<file path="src/rtl/fp_mul_arbiter.sv">
// fp_mul_arbiter: round-robin sharing of one fixed-latency FP multiplier among N_REQ
// requesters; a tag pipeline steers each result into that requester's one-entry buffer.
module fp_mul_arbiter #(
   parameter int unsigned N_REQ   = 4,
   parameter int unsigned MUL_LAT = 3
) (
   input  logic                clk,
   input  logic                rst_n,
   input  logic [N_REQ-1:0]    req_valid,
   output logic [N_REQ-1:0]    req_ready,
   input  logic [32*N_REQ-1:0] req_x,
   input  logic [32*N_REQ-1:0] req_y,
   input  logic [3*N_REQ-1:0]  req_rmode,
   output logic                mul_valid,
   output logic [31:0]         fp_X,
   output logic [31:0]         fp_Y,
   output logic [2:0]          r_mode,
   input  logic [31:0]         fp_Z,
   input  logic                ovrf,
   input  logic                udrf,
   output logic [N_REQ-1:0]    rsp_valid,
   input  logic [N_REQ-1:0]    rsp_ready,
   output logic [32*N_REQ-1:0] rsp_z,
   output logic [N_REQ-1:0]    rsp_ovrf,
   output logic [N_REQ-1:0]    rsp_udrf
);

   localparam int unsigned IW = (N_REQ > 1) ? $clog2(N_REQ) : 1;
   typedef logic [IW-1:0] idx_t;

   logic [31:0]        x_arr     [N_REQ];
   logic [31:0]        y_arr     [N_REQ];
   logic [2:0]         rm_arr    [N_REQ];

   logic [N_REQ-1:0]   busy_q, busy_d;
   logic [N_REQ-1:0]   rsp_valid_q, rsp_valid_d;
   logic [N_REQ-1:0]   elig, grant, cap_hot;
   idx_t               ptr_q, ptr_d, gnt_idx, cidx;
   logic               found, accept;
   int unsigned        cand;

   logic               mul_valid_q;
   logic [31:0]        fp_x_q, fp_y_q;
   logic [2:0]         rmode_q;

   logic [MUL_LAT-1:0] tag_v_q;
   idx_t               tag_idx_q [MUL_LAT];
   logic               tail_v;
   idx_t               tail_idx;

   logic [31:0]        rsp_z_q   [N_REQ];
   logic [N_REQ-1:0]   rsp_ovrf_q, rsp_udrf_q;

   for (genvar g = 0; g < N_REQ; g++) begin : g_lane
      assign x_arr[g]            = req_x[32*g +: 32];
      assign y_arr[g]            = req_y[32*g +: 32];
      assign rm_arr[g]           = req_rmode[3*g +: 3];
      assign rsp_z[32*g +: 32]   = rsp_z_q[g];
   end

   // Search ptr+1 .. ptr+N_REQ (wrapping); the first eligible index wins.
   always_comb begin
      elig    = req_valid & ~busy_q;
      grant   = '0;
      gnt_idx = ptr_q;
      found   = 1'b0;
      cand    = 0;
      cidx    = '0;
      for (int unsigned k = 1; k <= N_REQ; k++) begin
         cand = 32'(ptr_q) + k;
         if (cand >= N_REQ) cand = cand - N_REQ;
         cidx = idx_t'(cand);
         if (!found && elig[cidx]) begin
            found   = 1'b1;
            gnt_idx = cidx;
         end
      end
      if (found && rst_n) grant[gnt_idx] = 1'b1;
   end

   assign accept = |grant;

   always_comb begin
      tail_v   = tag_v_q[MUL_LAT-1];
      tail_idx = tag_idx_q[MUL_LAT-1];
      cap_hot  = '0;
      if (tail_v) cap_hot[tail_idx] = 1'b1;
      busy_d      = (busy_q | grant) & ~(rsp_valid_q & rsp_ready);
      rsp_valid_d = (rsp_valid_q & ~rsp_ready) | cap_hot;
      ptr_d       = accept ? gnt_idx : ptr_q;
   end

   always_ff @(posedge clk or negedge rst_n) begin
      if (!rst_n) begin
         busy_q      <= '0;
         rsp_valid_q <= '0;
         ptr_q       <= idx_t'(N_REQ - 1);
         mul_valid_q <= 1'b0;
         fp_x_q      <= '0;
         fp_y_q      <= '0;
         rmode_q     <= '0;
         tag_v_q     <= '0;
         for (int unsigned i = 0; i < MUL_LAT; i++) tag_idx_q[i] <= '0;
         for (int unsigned i = 0; i < N_REQ; i++) rsp_z_q[i] <= '0;
         rsp_ovrf_q  <= '0;
         rsp_udrf_q  <= '0;
      end else begin
         busy_q      <= busy_d;
         rsp_valid_q <= rsp_valid_d;
         ptr_q       <= ptr_d;
         mul_valid_q <= accept;
         if (accept) begin
            fp_x_q  <= x_arr[gnt_idx];
            fp_y_q  <= y_arr[gnt_idx];
            rmode_q <= rm_arr[gnt_idx];
         end
         tag_v_q[0]   <= accept;
         tag_idx_q[0] <= gnt_idx;
         for (int unsigned i = 1; i < MUL_LAT; i++) begin
            tag_v_q[i]   <= tag_v_q[i-1];
            tag_idx_q[i] <= tag_idx_q[i-1];
         end
         // The tail tag lines up with fp_Z; busy guarantees the target buffer is empty.
         if (tail_v) begin
            rsp_z_q[tail_idx]    <= fp_Z;
            rsp_ovrf_q[tail_idx] <= ovrf;
            rsp_udrf_q[tail_idx] <= udrf;
         end
      end
   end

   assign req_ready = grant;
   assign mul_valid = mul_valid_q;
   assign fp_X      = fp_x_q;
   assign fp_Y      = fp_y_q;
   assign r_mode    = rmode_q;
   assign rsp_valid = rsp_valid_q;
   assign rsp_ovrf  = rsp_ovrf_q;
   assign rsp_udrf  = rsp_udrf_q;

endmodule

</file>
<file path="config.mk">
export PLATFORM = sky130hd
export DESIGN_NAME = fp_mul_arbiter
export DESIGN_NICKNAME = d
export VERILOG_FILES = /design/src/rtl/fp_mul_arbiter.sv
export SDC_FILE = /design/constraint.sdc
export NUM_CORES = 1
export LEC_CHECK = 0
export ABC_AREA = 1
export CAP_MARGIN = 0
export CORE_MARGIN = 10
export CORE_UTILIZATION = 26
export DETAILED_ROUTE_END_ITERATION = 6
export GPL_ROUTABILITY_DRIVEN = 0
export PLACE_DENSITY_LB_ADDON = 0.15
export SLEW_MARGIN = 0
export SYNTH_ARGS = -nofsm -noshare
export SYNTH_HDL_FRONTEND = slang
export SYNTH_SLANG_ARGS = --single-unit
</file>
<file path="constraint.sdc">
create_clock -name clk -period 2.15 [get_ports clk]
set_input_delay 0.43 -clock clk [delete_from_list [all_inputs] [get_ports clk]]
set_output_delay 0.43 -clock clk [all_outputs]
set_load 0.02 [all_outputs]
</file>
==> results.sh, run 1 <==
# source this file to load flow results
export IMPL_status="finished with violations"
export IMPL_failed_checks="setup timing"
export IMPL_worst_ep_required_time_ns=1.72
export IMPL_worstMarginPinSlew_ns=0.847
export IMPL_netlist_instances=1537
export IMPL_ant_nets=0
export IMPL_fillers=4230
export IMPL_drv_slew=0
export IMPL_p_total_w=0.0427
export IMPL_cts_buffers=27
export IMPL_syn_cell_area_sq_um=11200
export IMPL_arrival_ns=2.30
export IMPL_flop_area_sq_um=5560
export IMPL_ys_seq_share=0.497
export IMPL_most_common_layout_cells="nand2_1, clkdlybuf4s50_1, dfrtp_1, nand3_1, o21ai_0"
export IMPL_leakage_nw=9.57
export IMPL_totalWireLength_mm=56.8
export IMPL_synth_nets=1849
export IMPL_grt_pass1_wl_mm=78.6
export IMPL_worst_slack_ns=-0.584
export IMPL_slew_limit_headroom=0.436
export IMPL_setup_viol=74
export IMPL_ys_cells=1537
export IMPL_period_minus_slack_ns=2.73
export IMPL_clockBufferDepth=3
export IMPL_logic_gate_count=1156
export IMPL_fp_util=0.265
export IMPL_sh_comb_area=0.267
[run 1: worst paths after layout]
check / start / depth (start not counted) / end / slack (ns)
worst max-delay path: ptr_q[0]$_DFFE_PN1P_ / 12 / req_ready[1] / -0.58
worst min-delay path: tag_idx_q[5]$_DFF_PN0_ / 0 / tag_idx_q[3]$_DFF_PN0_ / 0.35
worst max register to register: ptr_q[0]$_DFFE_PN1P_ / 18 / busy_q[3]$_DFF_PN0_ / -0.47
worst min register to register: tag_idx_q[5]$_DFF_PN0_ / 0 / tag_idx_q[3]$_DFF_PN0_ / 0.35
max in group asynchronous: rst_n / 4 / fp_X[23]$_DFFE_PN0P_ / 0.40
min in group asynchronous: rst_n / 3 / rsp_z[69]$_DFFE_PN0P_ / 0.57
[run 1: stage by stage]
step	cells	cell area, sq um	setup TNS [ns]
global route	2664	19600	-37.23
detailed placement	2545	17300	-42.43
floorplan	1537	11300	-0.0200
CTS	2621	18800	-17.06
finish	2665	19600	-27.62
global placement	2545	17300	-41.00
[run 1: cell families after synthesis]
logic type             share of synthesized area
AOI/OAI and AO/OA                         0.0682
DFF                                        0.497
buffers and inverters                     0.0653
and+or+nand+nor                            0.369
[run 1: flip-flops by register name (all words and copies together) (netlist names), 4 cells and up]
signal	flops
rsp_z	128
fp_X	32
fp_Y	32
busy_q	4
rsp_ovrf	4
rsp_udrf	4
rsp_valid	4
tag_idx_q	4
[run 1: synth_stat cells]
library cell / count / area (sq um)
a21boi_1: 1 / 7.51
clkbuf_1: 49 / 184
buf_6: 6 / 67.6
buf_4: 8 / 60.1
buf_2: 39 / 195
inv_6: 1 / 8.76
nand4_4: 1 / 21.3
nor2_1: 3 / 11.3
nand2_1: 769 / 2890
o21ai_0: 141 / 706
buf_1: 5 / 18.8
o21bai_1: 1 / 7.51
a21boi_0: 1 / 7.51
nand3_1: 221 / 1110
a21oi_1: 2 / 10.0
a22oi_1: 2 / 15.0
nand3_2: 2 / 20.0
o21ai_2: 1 / 8.76
nand3_4: 1 / 17.5
inv_2: 2 / 7.51
nand2_4: 2 / 22.5
dfstp_2: 2 / 52.6
inv_1: 50 / 188
nand2_2: 5 / 31.3
nand4_1: 2 / 12.5
dfrtp_1: 220 / 5510
[run 1: worst max-delay path, stage by stage (launching register included)]
cell	delay, ns
dfstp_2	0.54
buf_12	0.15
nand2_4	0.06
nand2_4	0.10
nand3_4	0.11
nand2_8	0.11
nand3_4	0.16
nand2_4	0.11
nand2_4	0.07
nor2_4	0.12
nand2_2	0.08
inv_2	0.05
buf_6	0.10
[run 1: report_power, final]
part           internal, W  switching, W  leakage (nW)
logic               0.0133        0.0172          6.39
clock network      0.00284       0.00184         0.443
registers          0.00634       0.00116          2.73
total               0.0225        0.0202          9.57
[run 1: per-layer routing]
| metal | vias up | track usage | part of all wire |
|---|---|---|---|
| met5 | - | 0 | 0.0022 |
| met4 | 18 | 0.0516 | 0.021 |
| met3 | 82 | 0.0752 | 0.10 |
| met2 | 467 | 0.330 | 0.49 |
| met1 | 5847 | 0.235 | 0.39 |
| li1 | 6027 | - | - |
### PDN straps and rails, run 1

Pins as bars on the die edge.
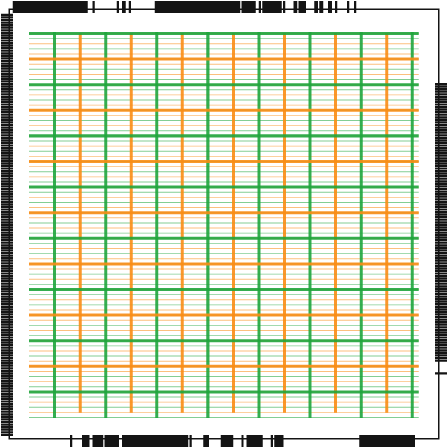
[orange] VDD
[green] VSS
signal pins: 524
met4 straps: 15
met5 straps: 15
met1 rails: 76
rows: 75

### Where the registers sit, run 1

Other sequential cells in the stronger grey, the rest of the logic in the fainter grey.
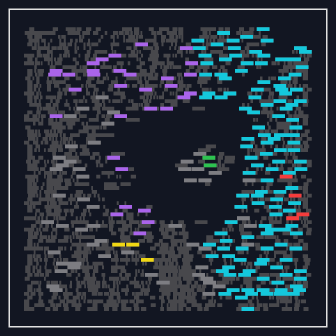
[red] rsp_ovrf | flops: 4
[purple] fp_X | flops: 32
[yellow] r_mode | flops: 3
[cyan] rsp_z | flops: 128 | where: a vertical strip on the right
[green] tail_idx | flops: 2
Power Sequential: 0.00750 W
Seq/total area: 0.283
Finished Core Util: 0.465

### Clock wiring as the flow saved it, run 1

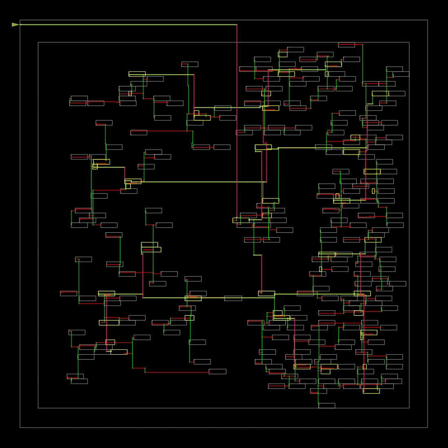
Latency at later pin: 0.55 ns
# clock sinks: 222

### Zoomed window, run 1

Window x 32 to 82, y 146 to 196 um. Cells in grey, sequential cells in the stronger grey; small squares are vias.
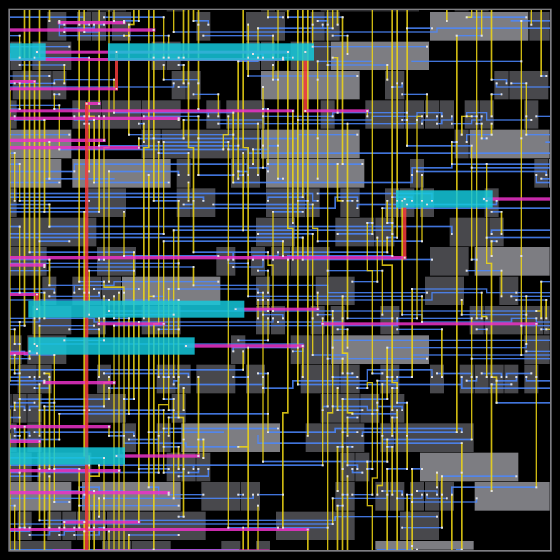
[cyan] metal 5
[yellow] metal 2
[magenta] metal 3
[red] metal 4
[blue] metal 1
sequential cells in the window: 17
most frequent: nand2_1 (79), clkdlybuf4s50_1 (35), nand3_1 (23)
cells with their middle in the window: 162
netlist names of flops here include: fp_X (13), fp_Y (4)

## Run 2: what changed since run 1
Settings changed: CORE_AREA set to 10 10 196 198, CORE_MARGIN 10 to unset, CORE_UTILIZATION 26 to unset, DIE_AREA set to 0 0 206 208.
### Zoomed window, run 2

Window x 26 to 76, y 131 to 181 um. Cells in grey, sequential cells in the stronger grey; small squares are vias.
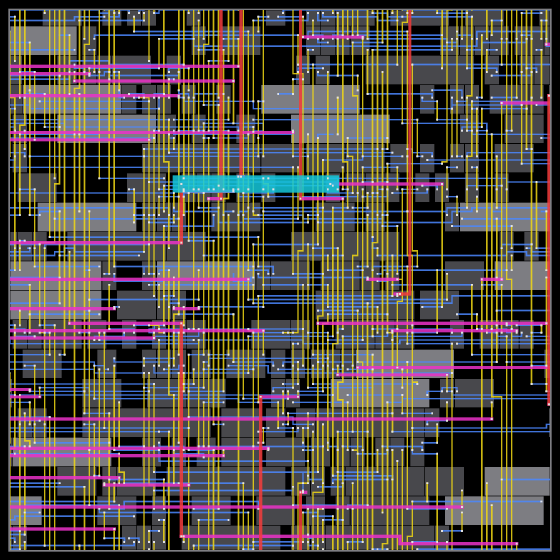
[cyan] metal 5
[magenta] metal 3
[blue] metal 1
[red] metal 4
[yellow] metal 2
sequential cells in the window: 16
netlist names of flops here include: fp_X (10), fp_Y (6)
most frequent: nand2_1 (104), clkdlybuf4s50_1 (39), nand3_1 (33)
cells with their middle in the window: 205

==> run 2 against run 1 <==
The flow finishes with violations (hold timing, setup timing); utilization is 9.7 points higher; global-route usage increased by 4.1 points; die size down 17%; cell count decreased by 3.8%; critical path depth up 2; clock power up 4%; non-clock buffer count shrank 21; largest cell class unchanged.
==> results.sh, run 2 <==
# source this file to load flow results
export IMPL_synth_nets=1849
export IMPL_ys_async_sr_fraction=1.00
export IMPL_netlist_instances=1537
export IMPL_period_minus_slack_ns=2.76
export IMPL_p_clk_frac=0.117
export IMPL_slew_limit_headroom=0.499
export IMPL_fin_util=0.561
export IMPL_sw_frac_of_total=0.477
export IMPL_fin_cells=2563
export IMPL_syn_cell_area_sq_um=11200
export IMPL_numClockSinks=222
export IMPL_hold_ws_ns=-0.0167
export IMPL_pwr_share_comb=0.704
export IMPL_ys_flops=222
export IMPL_worstMarginPinSlew_ns=0.751
export IMPL_setup_viol=72
export IMPL_fp_util=0.325
export IMPL_hold_violations=5
export IMPL_arrival_ns=2.33
export IMPL_crit_path_start_kind="flip-flop"
export IMPL_totalWireLength_mm=55.4
export IMPL_ys_cells=1537
export IMPL_ff2ff_path_depth=19
export IMPL_dp_cells=2452
export IMPL_ant_nets=0
export IMPL_p_int_w=0.0218
export IMPL_worst_slack_ns=-0.606
export IMPL_grt_overflow_total=0
export IMPL_status="finished with violations"
export IMPL_failed_checks="hold timing, setup timing"
export IMPL_synthTopCellsByCount="nand2_1, nand3_1, dfrtp_1, o21ai_0, inv_1"
export IMPL_cts_buffers=26
export IMPL_most_common_cell="nand2_1"
export IMPL_power_frac_seq=0.180
export IMPL_most_common_layout_cells="nand2_1, clkdlybuf4s50_1, dfrtp_1, nand3_1, o21ai_0"
export IMPL_drv_slew=0
export IMPL_ys_seq_share=0.497
export IMPL_edf_count=0
export IMPL_p_total_w=0.0417
export IMPL_leakage_nw=9.46
export IMPL_worst_ep_required_time_ns=1.72
export IMPL_top_area_frac=0.493
export IMPL_clockBufferDepth=3
export IMPL_largest_area_cell="dfrtp_1"
export IMPL_grt_pass1_wl_mm=79.2
export IMPL_ff_type="dfrtp_1"
### Clock wiring as the flow saved it, run 2

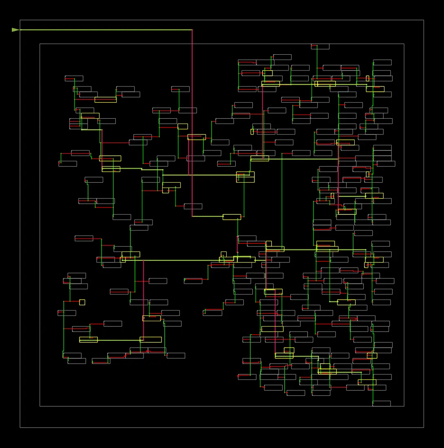
clkbuf count: 37
Latency at later pin: 0.51 ns

[run 2: timing repair]
item,4_1_cts,5_1_grt
endpoints found under the setup margin,75,75
buffers inserted,20,14
pin swaps,9,21
gates cloned,15,5
hold buffers,0,0
gates resized,85,45
[run 2: routing by layer]
layer / vias to the layer above / GRT usage / share of wire
li1: 5992 / - / -
met1: 5915 / 0.277 / 0.38
met3: 72 / 0.0890 / 0.10
met2: 516 / 0.408 / 0.50
met5: - / 0 / 0.0019
met4: 14 / 0.0582 / 0.019
[run 2: worst paths after layout]
check	from	endpoint	slack [ns]
max	ptr_q[0]$_DFFE_PN1P_	req_ready[3]	-0.61
min	rst_n	busy_q[0]$_DFF_PN0_	-0.02
max reg2reg	ptr_q[0]$_DFFE_PN1P_	fp_Y[29]$_DFFE_PN0P_	-0.46
min reg2reg	tag_idx_q[2]$_DFF_PN0_	tail_idx[0]$_DFF_PN0_	0.35
max in group asynchronous	rst_n	rsp_ovrf[2]$_DFFE_PN0P_	1.05
min in group clk	tag_idx_q[2]$_DFF_PN0_	tail_idx[0]$_DFF_PN0_	0.35
[run 2: worst max-delay path: stages, from the launching register on]
cell	delay, ns
dfstp_2	0.56
buf_12	0.16
inv_8	0.06
nand2_2	0.08
nand2_4	0.08
nand3_4	0.10
nand2_8	0.09
nand2_1	0.10
nand2_2	0.07
nand2_4	0.07
nand2_4	0.07
nor2_4	0.14
nand2_2	0.07
inv_2	0.05
buf_6	0.10
[run 2: layout make-up]
cell class / instances / area [sq um] / area share
clock inverters: 11 / 194 / 0.0101
well taps: 455 / 569 / 0.0295
repair buffers: 619 / 6740 / 0.349
flip-flops and latches: 222 / 5560 / 0.288
inverters: 53 / 206 / 0.0107
clock buffers: 37 / 763 / 0.0396
multi-input cells: 1157 / 5240 / 0.272
diodes: 9 / 22.5 / 0.00117
[run 2: logic make-up after synthesis]
kind of cell / after synthesis / share of synthesized area
simple gates: 1006 / 0.369
flops: 222 / 0.497
buf+inv: 160 / 0.0653
compound gates: 149 / 0.0682
[run 2: per-stage QoR]
stage | TNS, ns | cell area (sq um) | worst slack (ns)
finish | -29.46 | 19300 | -0.606
global route | -37.72 | 19300 | -0.725
CTS | -25.95 | 18900 | -0.594
detailed placement | -47.84 | 17000 | -0.784
global placement | -47.40 | 17000 | -0.754
floorplan | -0.0200 | 11300 | -0.0110
[run 2: power groups by stage]
stage / logic (W) / registers [W] / clock network (W)
after global placement: 0.0230 / 0.00749 / 0
after floorplan: 0.0122 / 0.00970 / 0
after detailed placement: 0.0231 / 0.00754 / 0
after global routing: 0.0318 / 0.00774 / 0.00518
final: 0.0293 / 0.00749 / 0.00486
after CTS: 0.0273 / 0.00749 / 0.00498
Power and IR drop assume default switching activity.
